Figure 1. Signal wires by layer.
Only two layers are drawn.
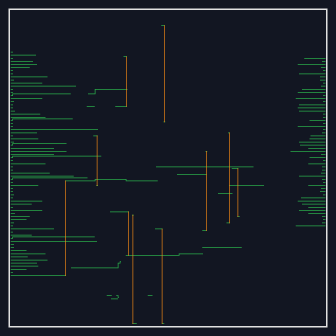
Figure 2. Placement by cell class.
The bar under the picture is 50 µm long.
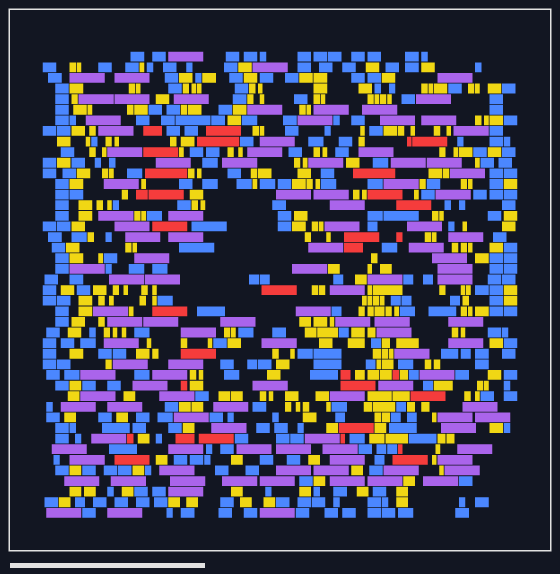
Figure 3. Routed clock nets over the placement.
The bar under the picture is 50 µm long.
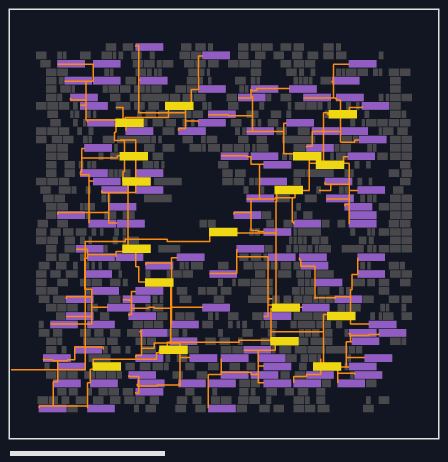
===== config.mk =====
export PLATFORM = sky130hd
export DESIGN_NAME = data_bus_arbiter
export DESIGN_NICKNAME = d
export VERILOG_FILES = /design/src/rtl/data_bus_arbiter_pkg.sv /design/src/rtl/bus_arb_pick.sv /design/src/rtl/data_bus_arbiter.sv
export SDC_FILE = /design/constraint.sdc
export NUM_CORES = 1
export LEC_CHECK = 0
export CAP_MARGIN = 10
export CORE_MARGIN = 8
export CORE_UTILIZATION = 37
export DETAILED_ROUTE_END_ITERATION = 16
export HOLD_SLACK_MARGIN = 0.15
export PLACE_DENSITY_LB_ADDON = 0.12
export SLEW_MARGIN = 15
export SYNTH_ARGS = -nofsm -noshare
export SYNTH_HDL_FRONTEND = slang
export SYNTH_SLANG_ARGS = --single-unit

===== constraint.sdc =====
create_clock -name clk -period 1.4 [get_ports clk]
set_input_delay 0.28 -clock clk [delete_from_list [all_inputs] [get_ports clk]]
set_output_delay 0.28 -clock clk [all_outputs]
set_load 0.02 [all_outputs]

===== src/rtl/data_bus_arbiter_pkg.sv =====
// Shared definitions for the CPU data-bus arbiter: state encoding, master IDs,
// write_length codes shared with the CPU bus, and the captured-payload record.
// Optional feature macro: DATA_BUS_ARB_ROUND_ROBIN_EN (round-robin tie-break).
package data_bus_arbiter_pkg;

  localparam logic [1:0] ARB_IDLE = 2'd0;
  localparam logic [1:0] ARB_BUSY = 2'd1;
  localparam logic [1:0] ARB_DONE = 2'd2;

  localparam logic ARB_M0 = 1'b0;
  localparam logic ARB_M1 = 1'b1;

  localparam logic [2:0] ARB_WL_BYTE = 3'b000;
  localparam logic [2:0] ARB_WL_HALF = 3'b001;
  localparam logic [2:0] ARB_WL_WORD = 3'b010;

  typedef struct packed {
    logic [31:0] address;
    logic [31:0] wr_data;
    logic [2:0]  write_length;
    logic        wr_enable;
  } arb_payload_t;

endpackage


===== src/rtl/bus_arb_pick.sv =====
// Combinational owner selection for the two-master data-bus arbiter.
// Optional feature macro: DATA_BUS_ARB_ROUND_ROBIN_EN. When defined, a tie goes
// to the master that did not win the previous grant; otherwise master 0 wins.
module bus_arb_pick
  import data_bus_arbiter_pkg::*;
(
  input  logic req0,
  input  logic req1,
  input  logic last_owner,
  output logic grant,
  output logic owner
);

`ifdef DATA_BUS_ARB_ROUND_ROBIN_EN
  // Grant whoever asks; on a tie alternate away from the previous owner.
  always_comb begin
    grant = req0 | req1;
    owner = ARB_M0;
    if (req0 && req1) begin
      owner = (last_owner == ARB_M0) ? ARB_M1 : ARB_M0;
    end else if (req1) begin
      owner = ARB_M1;
    end
  end
`else
  // Fixed priority: master 1 only wins when master 0 is not requesting.
  always_comb begin
    grant = req0 | req1;
    owner = ARB_M0;
    if (!req0 && req1) begin
      owner = ARB_M1;
    end
  end

  logic unused_last_owner;
  assign unused_last_owner = last_owner;
`endif

endmodule


===== src/rtl/data_bus_arbiter.sv =====
// Two-master arbiter and sequencer for the CPU data bus: grants one master,
// registers its payload onto the slave port, waits for valid&ready (or aborts
// after TIMEOUT_CYCLES), then pulses done/err back to the owner.
// Optional feature macro: DATA_BUS_ARB_ROUND_ROBIN_EN (round-robin tie-break).
module data_bus_arbiter
  import data_bus_arbiter_pkg::*;
#(
  parameter int TIMEOUT_CYCLES = 255
) (
  input  logic        clk,
  input  logic        i_reset_n,
  input  logic        i_m0_req,
  input  logic [31:0] i_m0_address,
  input  logic [31:0] i_m0_wr_data,
  input  logic [2:0]  i_m0_write_length,
  input  logic        i_m0_wr_enable,
  input  logic        i_m1_req,
  input  logic [31:0] i_m1_address,
  input  logic [31:0] i_m1_wr_data,
  input  logic [2:0]  i_m1_write_length,
  input  logic        i_m1_wr_enable,
  output logic        o_m0_done,
  output logic        o_m0_err,
  output logic        o_m1_done,
  output logic        o_m1_err,
  output logic [31:0] o_rd_data,
  output logic        o_bus_valid,
  input  logic        i_bus_ready,
  output logic [31:0] o_bus_address,
  output logic [31:0] o_bus_wr_data,
  output logic [2:0]  o_bus_write_length,
  output logic        o_bus_wr_enable,
  input  logic [31:0] i_bus_read_data
);

  localparam int CNT_W = (TIMEOUT_CYCLES > 1) ? $clog2(TIMEOUT_CYCLES) : 1;
  localparam logic [CNT_W-1:0] CNT_LAST = CNT_W'(TIMEOUT_CYCLES - 1);
  localparam bit TIMEOUT_EN = (TIMEOUT_CYCLES != 0);

  logic [1:0]       state_q, state_d;
  logic             owner_q, owner_d;
  logic [CNT_W-1:0] cnt_q, cnt_d;
  arb_payload_t     pay_q, pay_d;
  logic             valid_q, valid_d;
  logic [31:0]      rd_data_q, rd_data_d;
  logic             m0_done_q, m0_done_d, m1_done_q, m1_done_d;
  logic             m0_err_q, m0_err_d, m1_err_q, m1_err_d;

  logic         last_owner;
  logic         pick_grant;
  logic         pick_owner;
  arb_payload_t pick_payload;
  logic         timeout_hit;

`ifdef DATA_BUS_ARB_ROUND_ROBIN_EN
  logic last_owner_q, last_owner_d;
  assign last_owner = last_owner_q;
`else
  assign last_owner = ARB_M1;
`endif

  bus_arb_pick u_pick (
    .req0       (i_m0_req),
    .req1       (i_m1_req),
    .last_owner (last_owner),
    .grant      (pick_grant),
    .owner      (pick_owner)
  );

  assign pick_payload = (pick_owner == ARB_M1)
    ? '{i_m1_address, i_m1_wr_data, i_m1_write_length, i_m1_wr_enable}
    : '{i_m0_address, i_m0_wr_data, i_m0_write_length, i_m0_wr_enable};

  assign timeout_hit = TIMEOUT_EN && (cnt_q == CNT_LAST);

  // Next-state, payload capture, timeout counting and completion signalling.
  always_comb begin
    state_d   = state_q;
    owner_d   = owner_q;
    cnt_d     = cnt_q;
    pay_d     = pay_q;
    valid_d   = valid_q;
    rd_data_d = rd_data_q;
    m0_done_d = 1'b0;
    m1_done_d = 1'b0;
    m0_err_d  = 1'b0;
    m1_err_d  = 1'b0;
`ifdef DATA_BUS_ARB_ROUND_ROBIN_EN
    last_owner_d = last_owner_q;
`endif
    case (state_q)
      ARB_IDLE: begin
        if (pick_grant) begin
          state_d = ARB_BUSY;
          owner_d = pick_owner;
          pay_d   = pick_payload;
          valid_d = 1'b1;
          cnt_d   = '0;
`ifdef DATA_BUS_ARB_ROUND_ROBIN_EN
          last_owner_d = pick_owner;
`endif
        end
      end
      ARB_BUSY: begin
        if (i_bus_ready) begin
          state_d   = ARB_DONE;
          valid_d   = 1'b0;
          rd_data_d = pay_q.wr_enable ? 32'h0 : i_bus_read_data;
          m0_done_d = (owner_q == ARB_M0);
          m1_done_d = (owner_q == ARB_M1);
        end else if (timeout_hit) begin
          state_d   = ARB_DONE;
          valid_d   = 1'b0;
          rd_data_d = 32'h0;
          m0_done_d = (owner_q == ARB_M0);
          m1_done_d = (owner_q == ARB_M1);
          m0_err_d  = (owner_q == ARB_M0);
          m1_err_d  = (owner_q == ARB_M1);
        end else begin
          cnt_d = cnt_q + CNT_W'(1);
        end
      end
      ARB_DONE: begin
        state_d = ARB_IDLE;
      end
      default: begin
        state_d = ARB_IDLE;
      end
    endcase
  end

  // State registers; reset abandons any transaction in flight.
  always_ff @(posedge clk or negedge i_reset_n) begin
    if (!i_reset_n) begin
      state_q   <= ARB_IDLE;
      owner_q   <= ARB_M0;
      cnt_q     <= '0;
      pay_q     <= '{32'h0, 32'h0, ARB_WL_BYTE, 1'b0};
      valid_q   <= 1'b0;
      rd_data_q <= 32'h0;
      m0_done_q <= 1'b0;
      m1_done_q <= 1'b0;
      m0_err_q  <= 1'b0;
      m1_err_q  <= 1'b0;
    end else begin
      state_q   <= state_d;
      owner_q   <= owner_d;
      cnt_q     <= cnt_d;
      pay_q     <= pay_d;
      valid_q   <= valid_d;
      rd_data_q <= rd_data_d;
      m0_done_q <= m0_done_d;
      m1_done_q <= m1_done_d;
      m0_err_q  <= m0_err_d;
      m1_err_q  <= m1_err_d;
    end
  end

`ifdef DATA_BUS_ARB_ROUND_ROBIN_EN
  // Last-owner memory starts at master 1 so master 0 wins the first tie.
  always_ff @(posedge clk or negedge i_reset_n) begin
    if (!i_reset_n) begin
      last_owner_q <= ARB_M1;
    end else begin
      last_owner_q <= last_owner_d;
    end
  end
`endif

  assign o_m0_done          = m0_done_q;
  assign o_m1_done          = m1_done_q;
  assign o_m0_err           = m0_err_q;
  assign o_m1_err           = m1_err_q;
  assign o_rd_data          = rd_data_q;
  assign o_bus_valid        = valid_q;
  assign o_bus_address      = pay_q.address;
  assign o_bus_wr_data      = pay_q.wr_data;
  assign o_bus_write_length = pay_q.write_length;
  assign o_bus_wr_enable    = pay_q.wr_enable & valid_q;

endmodule


==> reports/results.tsv <==
metric	value	unit
outcome	finished, violations left	
violations_in_the_final_reports	negative setup slack	
tightest_pin_transition	339	ps
regToRegSetupSlack	-90	ps
first_global_vias	4612	
detail-route-antenna-nets	0	
worst_clock_skew	11.1	ps
fillerInstances	1207	
synth.avg_cell_area	10.9	µm²
numCtsBuffers	17	
gp_congestion	0.760	
post-route-cell-area	8840	µm²
antenna_found_initial	0	
hold_violations	0	
drt-vias-per-instance	4.70	
tritoncts_num_sinks	116	
timing.setup.tns	-2390	ps
cts-root-buf	sky130_fd_sc_hd__clkbuf_16	
grtUsageTotal	17.2	%
fp_util	38.0	%
first_pass_iters	4	
fmax	671	MHz
post_route_cells_drive_above_1_share	20.9	%
detailedPlacementHpwl	13.2	mm
grt_use_met2	29.5	%
timing_max_transition_violations_final	0	
grt-busiest-layer	met2	
yosys.cell_types.count	35	
tritoncts	done	
fin_crit_sh	106	%
topCellsByArea	sky130_fd_sc_hd__dfrtp_1, sky130_fd_sc_hd__mux2i_1, sky130_fd_sc_hd__buf_4	
insertedDiodeCount	0	
synthesis.nets	685	
area_leader_share	52.3	%
number_of_h_tree_levels	4	
stdcell_count	945	
yosys_area	5550	µm²
overflow_after_grt	0	
drt-met1-wl	6.86	mm
layout_min_cycle_time	1490	ps
setup_ws_pre_cts	-339	ps
route.met2.wl	8.90	mm
yosys_warning_tally	0	
synth.largest_area_cell	sky130_fd_sc_hd__dfrtp_1	
critPathCaptureType	flop	
wl	17.4	mm
startpoint_type	flop	
critical_path_class	reg -> reg	
dpl-instance-area	8210	µm²
place_inst	902	
report.power.total	17.7	mW
cts_max_path_buffers	2	
irDropWorstVdd	988	µV
fin_nets	923	
r2r-start	cnt_q[0]	
post_synth_regs	116	
synth-edff-count	0	
topRoutingLayerUsed	met4	
yosys.cell_count.top_type	sky130_fd_sc_hd__dfrtp_1	
post-route-worst-setup-slack	-90.8	ps
worst_flop_to_flop_path_endpoint	cnt_q[4]	
cp_max_fo	7	
maxCapViolations	0	
slew_headroom	77.4	%
yosys-stat-cells	510	
setup_violations	34	
remaining_drc_errors	0	
worst_hold_slack_after_final_layout	247	ps
ys_seq_share	52.3	%
grt.met3_usage	6.92	%
core	14600	µm²
use_met1	18.5	%
Notes on Figure 1 above:
color	layer	wire length
orange	met4	331 µm
green	met3	1330 µm

Notes on Figure 2 above:
color	class	cells
red	clock drivers and dummy loads	32
yellow	all other logic	296
blue	other buffers and delay cells	317
purple	flip-flops	116

Notes on Figure 3 above:
[orange] clock wires | length: 1540 µm
[purple] flip-flops | count: 116
[yellow] cells driving clock nets | count: 17
flops lie	widely spread

## critical path: stages, from the launching register on
cell	delay, ps
sky130_fd_sc_hd__dfrtp_1	380
sky130_fd_sc_hd__inv_1	60
sky130_fd_sc_hd__ha_2	200
sky130_fd_sc_hd__nand3_4	110
sky130_fd_sc_hd__o21ai_4	160
sky130_fd_sc_hd__buf_6	150
sky130_fd_sc_hd__nor2_1	40
sky130_fd_sc_hd__a211o_1	270
## placed cells by master (no fill, tap or decap), types with 3 or more instances in the layout
cell type                         Yosys  layout
sky130_fd_sc_hd__o21ai_1              6       7
sky130_fd_sc_hd__bufinv_16            0       3
sky130_fd_sc_hd__a22o_1              33      33
sky130_fd_sc_hd__nand2_1             73      73
sky130_fd_sc_hd__clkbuf_2             0      43
sky130_fd_sc_hd__buf_4               67      25
sky130_fd_sc_hd__a21oi_1              4       4
sky130_fd_sc_hd__inv_1                4       4
sky130_fd_sc_hd__buf_12               0       9
sky130_fd_sc_hd__mux2i_1             68      68
sky130_fd_sc_hd__o21ai_4              1       3
sky130_fd_sc_hd__clkdlybuf4s15_1      0      33
sky130_fd_sc_hd__clkbuf_8             1       3
sky130_fd_sc_hd__buf_6                7       3
sky130_fd_sc_hd__clkbuf_16            0      21
sky130_fd_sc_hd__clkinv_2             0       4
sky130_fd_sc_hd__clkdlybuf4s50_1      0     170
sky130_fd_sc_hd__dfrtp_1            116     116
sky130_fd_sc_hd__o21ai_0             67      64
sky130_fd_sc_hd__nand3_2              0       3
sky130_fd_sc_hd__nand2b_1             4       3
sky130_fd_sc_hd__nor2_1               6       4
sky130_fd_sc_hd__clkdlybuf4s15_2      0      27
sky130_fd_sc_hd__clkbuf_1            13       3
## power breakdown
group / internal (mW) / switching (mW)
combinational: 3.42 / 4.33
sequential: 4.78 / 0.768
clock: 2.93 / 1.46
total: 11.1 / 6.56
## logic make-up (layout without fill, tap and decap cells)
logic type,count (synthesis),in the layout,synth area share [%]
AND/OR/NAND/NOR,102,102,8.32
XOR/XNOR,1,1,0.158
multiplexers,68,68,12.3
flip-flops,116,116,52.3
AND-OR/OR-AND,119,119,13.7
adder cells (fa/ha/maj),2,2,0.451
buffers and inverters,102,353,12.8
## final cells by class
cell class | count | area [µm²] | area share [%]
Timing Repair Buffer | 317 | 3080 | 34.9
Sequential cell | 116 | 2900 | 32.9
Multi-Input combinational cell | 292 | 2000 | 22.7
Clock buffer | 23 | 478 | 5.41
Tap cell | 184 | 230 | 2.61
Clock inverter | 9 | 126 | 1.43
Inverter | 4 | 15.0 | 0.170
## state kept, by name, indices dropped and copies added, names as in the netlist
name / cells
o_bus_address: 32
o_bus_wr_data: 32
o_rd_data: 32
cnt_q: 8
o_bus_write_length: 3
state_q: 2
o_bus_valid: 1
o_m0_done: 1
o_m0_err: 1
o_m1_done: 1
o_m1_err: 1
owner_q: 1
pay_q: 1
## what timing repair did
| action | 4_1_cts | 5_1_grt |
|---|---|---|
| pin swaps | 2 | 6 |
| hold buffers | 1 | 0 |
| endpoints found under the setup margin | 142 | 135 |
| gates resized | 237 | 63 |
| cloned | 0 | 4 |
| endpoints found under the hold margin | 116 | 0 |
| buffers inserted | 4 | 2 |
Power is estimated from default activity; no workload was simulated.
